==> src/rtl/sensor_pkg.sv <==
// Shared definitions for the sensor scan scheduler and the per-channel
// sensor/relay controllers that run on the same 16 ms system tick.
package sensor_pkg;

  // 16 ms tick count that approximates one second. The channel controllers
  // use it for their own timeouts.
  localparam int TICKS_PER_S = 63;

  // Scheduler state encoding, 3 bits wide.
  localparam logic [2:0] ST_IDLE   = 3'd0;
  localparam logic [2:0] ST_SELECT = 3'd1;
  localparam logic [2:0] ST_ENABLE = 3'd2;
  localparam logic [2:0] ST_NEXT   = 3'd3;
  localparam logic [2:0] ST_DONE   = 3'd4;

  typedef enum logic [2:0] {
    IDLE   = ST_IDLE,
    SELECT = ST_SELECT,
    ENABLE = ST_ENABLE,
    NEXT   = ST_NEXT,
    DONE   = ST_DONE
  } scan_state_e;

  // Larger of two integers. Used to size counters that serve two intervals.
  function automatic int max_int(input int a, input int b);
    return (a > b) ? a : b;
  endfunction

endpackage

==> src/rtl/sensor_scan_scheduler_if.sv <==
// Bundle between top-level run control / channel controllers and the scan
// scheduler. The master side is the scheduler itself; the slave side is the
// surrounding logic that supplies run control and fault flags.
interface sensor_scan_scheduler_if #(
  parameter int N_CH = 4,
  parameter int CH_W = $clog2(N_CH)
);

  logic            start;
  logic            clear_mask;
  logic [N_CH-1:0] ch_fault;
  logic [CH_W-1:0] sen_sel;
  logic [N_CH-1:0] ch_enable;
  logic [N_CH-1:0] fault_mask;
  logic            busy;
  logic            scan_done;
  logic            all_fault;

  modport master (
    input  start, clear_mask, ch_fault,
    output sen_sel, ch_enable, fault_mask, busy, scan_done, all_fault
  );

  modport slave (
    output start, clear_mask, ch_fault,
    input  sen_sel, ch_enable, fault_mask, busy, scan_done, all_fault
  );

endinterface

==> src/rtl/next_unmasked_ch.sv <==
// Combinational priority search for the next channel that is not masked.
// With from_zero set it returns the lowest unmasked index; otherwise it
// returns the lowest unmasked index strictly above cur. No wrap-around.
module next_unmasked_ch #(
  parameter int N_CH = 4,
  parameter int CH_W = $clog2(N_CH)
) (
  input  logic [N_CH-1:0] mask,
  input  logic [CH_W-1:0] cur,
  input  logic            from_zero,
  output logic [CH_W-1:0] idx,
  output logic            found
);

  // Scan from the top down so the last hit, which is the lowest index, wins.
  always_comb begin
    // NOTE: outputs get a default before the loop, so no path leaves them
    // unassigned and no latch is inferred.
    idx   = '0;
    found = 1'b0;
    for (int i = N_CH - 1; i >= 0; i--) begin
      if (!mask[i] && (from_zero || (CH_W'(i) > cur))) begin
        idx   = CH_W'(i);
        found = 1'b1;
      end
    end
  end

endmodule

==> src/rtl/sensor_scan_scheduler.sv <==
// Round-robin scheduler that time-shares the sensor mux and comparator among
// N_CH channel controllers. For each channel it drives the mux select for
// SETTLE ticks. It then grants that channel's enable for DWELL ticks and
// samples the channel's fault flag on the last tick. Faulted channels are
// latched into a sticky mask and skipped until clear_mask.
module sensor_scan_scheduler
  import sensor_pkg::*;
#(
  parameter int N_CH   = 4,
  parameter int SETTLE = 2,
  parameter int DWELL  = 4,
  parameter int CH_W   = $clog2(N_CH)
) (
  input  logic                      clk_16ms,
  input  logic                      rst,
  sensor_scan_scheduler_if.master   bus
);

  // One counter serves both the settle and the dwell interval.
  localparam int CNT_W = $clog2(max_int(SETTLE, DWELL)) + 1;
  localparam logic [CNT_W-1:0] SETTLE_LAST = CNT_W'(SETTLE - 1);
  localparam logic [CNT_W-1:0] DWELL_LAST  = CNT_W'(DWELL - 1);

  scan_state_e      state_q, state_d;
  logic [CH_W-1:0]  ptr_q, ptr_d;
  logic [CH_W-1:0]  sel_q, sel_d;
  logic [CNT_W-1:0] cnt_q, cnt_d;
  logic [N_CH-1:0]  mask_q, mask_d;
  logic [CH_W-1:0]  srch_idx;
  logic             srch_found;
  logic             all_fault;

  assign all_fault = &mask_q;

  // NEXT looks strictly above the current channel; IDLE and DONE restart
  // from the lowest unmasked channel.
  next_unmasked_ch #(
    .N_CH (N_CH),
    .CH_W (CH_W)
  ) u_search (
    .mask      (mask_q),
    .cur       (ptr_q),
    .from_zero (state_q != NEXT),
    .idx       (srch_idx),
    .found     (srch_found)
  );

  // Next-state, pointer, counter, select and fault-mask update.
  always_comb begin
    state_d = state_q;
    ptr_d   = ptr_q;
    sel_d   = sel_q;
    cnt_d   = cnt_q;
    // The clear is applied first, so a capture on the same tick survives it.
    mask_d  = bus.clear_mask ? '0 : mask_q;

    unique case (state_q)
      IDLE: begin
        if (bus.start && !all_fault && srch_found) begin
          ptr_d   = srch_idx;
          sel_d   = srch_idx;
          cnt_d   = '0;
          state_d = SELECT;
        end
      end

      SELECT: begin
        if (cnt_q == SETTLE_LAST) begin
          cnt_d   = '0;
          state_d = ENABLE;
        end else begin
          cnt_d = cnt_q + 1'b1;
        end
      end

      ENABLE: begin
        if (cnt_q == DWELL_LAST) begin
          cnt_d = '0;
          if (bus.ch_fault[ptr_q]) begin
            mask_d[ptr_q] = 1'b1;
          end
          state_d = NEXT;
        end else begin
          cnt_d = cnt_q + 1'b1;
        end
      end

      NEXT: begin
        // Dropping start only takes effect between channels, so the window
        // that was in progress always completes.
        if (!bus.start) begin
          state_d = IDLE;
        end else if (srch_found) begin
          ptr_d   = srch_idx;
          sel_d   = srch_idx;
          state_d = SELECT;
        end else begin
          state_d = DONE;
        end
      end

      DONE: begin
        if (!all_fault && bus.start && srch_found) begin
          ptr_d   = srch_idx;
          sel_d   = srch_idx;
          cnt_d   = '0;
          state_d = SELECT;
        end else begin
          state_d = IDLE;
        end
      end

      default: state_d = IDLE;
    endcase
  end

  // State register with synchronous reset.
  always_ff @(posedge clk_16ms) begin
    // NOTE: non-blocking assignments make every register see the values from
    // before the edge, whatever order the statements are written in.
    if (rst) begin
      state_q <= IDLE;
      ptr_q   <= '0;
      sel_q   <= '0;
      cnt_q   <= '0;
      mask_q  <= '0;
    end else begin
      state_q <= state_d;
      ptr_q   <= ptr_d;
      sel_q   <= sel_d;
      cnt_q   <= cnt_d;
      mask_q  <= mask_d;
    end
  end

  assign bus.sen_sel    = sel_q;
  assign bus.fault_mask = mask_q;
  assign bus.all_fault  = all_fault;
  assign bus.busy       = (state_q != IDLE);
  assign bus.scan_done  = (state_q == DONE);
  assign bus.ch_enable  = (state_q == ENABLE) ? (N_CH'(1) << ptr_q) : '0;

endmodule

==> src/flat_wrapper.sv <==
// flat-port wrapper written by rule: the top's interface ports become plain ports
module sensor_scan_scheduler_flat import sensor_pkg::*;
#(
  parameter int N_CH   = 4,
  parameter int SETTLE = 2,
  parameter int DWELL  = 4,
  parameter int CH_W   = $clog2(N_CH)
)
  (clk_16ms, rst, bus_start, bus_clear_mask, bus_ch_fault, bus_sen_sel, bus_ch_enable, bus_fault_mask, bus_busy, bus_scan_done, bus_all_fault);
  sensor_scan_scheduler_if #(.N_CH(N_CH), .CH_W(CH_W)) bus_i ();
  input  logic clk_16ms;
  input  logic rst;
  input wire logic [$bits(bus_i.start)-1:0] bus_start;
  input wire logic [$bits(bus_i.clear_mask)-1:0] bus_clear_mask;
  input wire logic [$bits(bus_i.ch_fault)-1:0] bus_ch_fault;
  output wire logic [$bits(bus_i.sen_sel)-1:0] bus_sen_sel;
  output wire logic [$bits(bus_i.ch_enable)-1:0] bus_ch_enable;
  output wire logic [$bits(bus_i.fault_mask)-1:0] bus_fault_mask;
  output wire logic [$bits(bus_i.busy)-1:0] bus_busy;
  output wire logic [$bits(bus_i.scan_done)-1:0] bus_scan_done;
  output wire logic [$bits(bus_i.all_fault)-1:0] bus_all_fault;
  assign bus_i.start = bus_start;
  assign bus_i.clear_mask = bus_clear_mask;
  assign bus_i.ch_fault = bus_ch_fault;
  assign bus_sen_sel = bus_i.sen_sel;
  assign bus_ch_enable = bus_i.ch_enable;
  assign bus_fault_mask = bus_i.fault_mask;
  assign bus_busy = bus_i.busy;
  assign bus_scan_done = bus_i.scan_done;
  assign bus_all_fault = bus_i.all_fault;
  sensor_scan_scheduler #(.N_CH(N_CH), .SETTLE(SETTLE), .DWELL(DWELL), .CH_W(CH_W)) u_core (.clk_16ms(clk_16ms), .rst(rst), .bus(bus_i));
endmodule
==> config.mk <==
export PLATFORM = sky130hd
export DESIGN_NAME = sensor_scan_scheduler_flat
export DESIGN_NICKNAME = d
export VERILOG_FILES = /design/src/rtl/sensor_pkg.sv /design/src/rtl/sensor_scan_scheduler_if.sv /design/src/rtl/next_unmasked_ch.sv /design/src/rtl/sensor_scan_scheduler.sv /design/src/flat_wrapper.sv
export SDC_FILE = /design/constraint.sdc
export NUM_CORES = 1
export LEC_CHECK = 0
export CORE_MARGIN = 2
export CORE_UTILIZATION = 45
export DETAILED_ROUTE_END_ITERATION = 8
export PLACE_DENSITY = 0.73
export SLEW_MARGIN = 15
export SYNTH_ARGS = -nofsm -noshare
export SYNTH_HDL_FRONTEND = slang
export SYNTH_SLANG_ARGS = --single-unit
==> constraint.sdc <==
create_clock -name clk_16ms -period 1.9 [get_ports clk_16ms]
set_clock_uncertainty 0.05 [all_clocks]
set_input_delay 0.38 -clock clk_16ms [delete_from_list [all_inputs] [get_ports clk_16ms]]
set_output_delay 0.38 -clock clk_16ms [all_outputs]
set_load 0.02 [all_outputs]
Floorplan with the power grid:
Bar = 10 microns. Pins as bars on the die edge. Tap cells in gray.
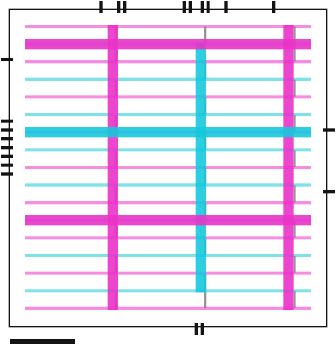
| color | net |
|---|---|
| cyan | VDD |
| magenta | VSS |
met4 straps: 3
met5 straps: 3
worst voltage drop across the vdd grid: 578.9 uV
core area: 0.001922 sq mm

Cells colored by class:
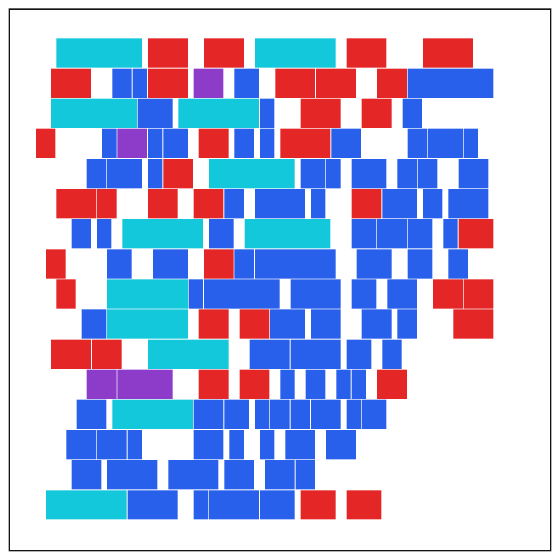
| color | class | cells | share of their area |
|---|---|---|---|
| purple | clock drivers and dummy loads | 4 | 3.0% |
| blue | combinational and other logic | 90 | 52% |
| red | other buffers and delay cells | 36 | 25% |
| cyan | flops | 12 | 20% |

Clock wires, drivers and flops:
Bar = 10 microns.
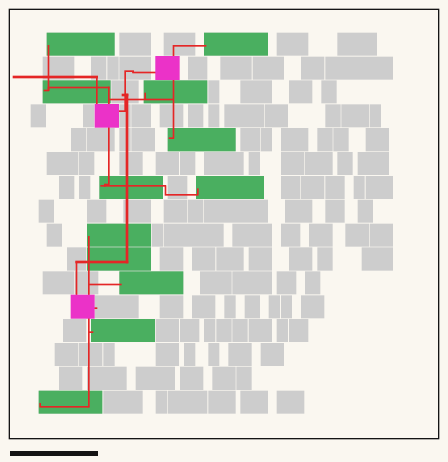
[magenta] clock drivers | count: 3
[red] clock wires | length: 145 microns
[green] flip-flops | count: 12
routed clock nets: 4
power in the clock group: 0.203 mW
power share of the clock group: 30.4%
insertion delay at the late pin of the worst-skew pair: 0.28 ns

per-layer routing:
metal / GRT usage (%) / wire length (microns)
met1: 30.58 / 1074
met2: 34.93 / 1100
met3: 2.454 / 116
met4: 5.714 / 19
met5: 0 / 0
through the flow:
step | power [mW] | hold slack [ns] | area (sq um) | setup slack (ns)
global placement | 0.4665 | 0.4398 | 1212 | -0.01674
finish | 0.6681 | 0.4475 | 1241 | 0.07767
CTS | 0.6720 | 0.4561 | 1247 | 0.003643
detailed placement | 0.4720 | 0.4515 | 1212 | -0.06212
floorplan | 0.3996 | 0.4267 | 902.1 | 0.1272
global route | 0.7064 | 0.4861 | 1241 | 0.001535
kinds of logic after synthesis:
group	Yosys count	synth area share, %
simple gates	46	33.98
flops	12	26.63
buf+inv	16	8.599
mux	1	1.110
compound gates	30	24.13
fa+ha+maj	4	5.548
critical path, delay by kind of cell (launching register included):
| family | cells | cell delay, ns |
|---|---|---|
| AND/OR/NAND/NOR | 1 | 0.17 |
| flip-flops | 1 | 0.31 |
| buffers and inverters | 3 | 0.63 |
report_power, final:
part,switching [mW],internal (mW)
registers,0.0113,0.264
clock network,0.0863,0.117
logic,0.0967,0.0931
layout make-up:
type / instances / area, sq um / area share (%)
clock buffers: 4 / 36.28 / 2.923
inverters: 9 / 33.78 / 2.722
multi-input cells: 81 / 590.6 / 47.58
flip-flops and latches: 12 / 245.2 / 19.76
well taps: 27 / 33.78 / 2.722
repair buffers: 36 / 301.5 / 24.29
state kept, by name, indices dropped and copies added (netlist names):
signal	flops
u_core.ptr_q	2
u_core.bus.fault_mask	4
u_core.cnt_q	3
u_core.state_q	3
==> design notes <==
The net count of the finished layout is 155. The report lists the number of cells resized after CTS as 21. Hold analysis lists the worst path endpoint as u_core.bus.fault_mask[2]. During synthesis, Yosys emitted a total of 0 warnings. The worst setup path endpoint was bus_scan_done.

The detailed router placed 954 vias in this run. The initial antenna violation count came out at 0. For this run, the leading register cell type out of synthesis is dfxtp_1. The flow ran to the end, and the final reports show no timing, DRC or antenna violations. In the synthesis report, Yosys lists the chip area as 902.1 sq um. The total count of hold-check failures in the final report is 0. The detail route stage leaves a number of antenna-violating nets equal to 0. In this run the mean area of a mapped cell was 8.276 sq um. The total setup violations reported at the end of the flow was 0. Before placement the cells fill 46.94% of the core.

In the log, the iteration count for the first detailed-route pass is 4. With the number of global-route vias before repair at 900, the vertical die dimension is 48.78 microns. Sequential element share of the synthesized area: 26.63%. Per the summary, power density relative to cell area is 538.3 mW/mm^2.
Power figures rest on the tool's default switching activity, not on a simulated workload.
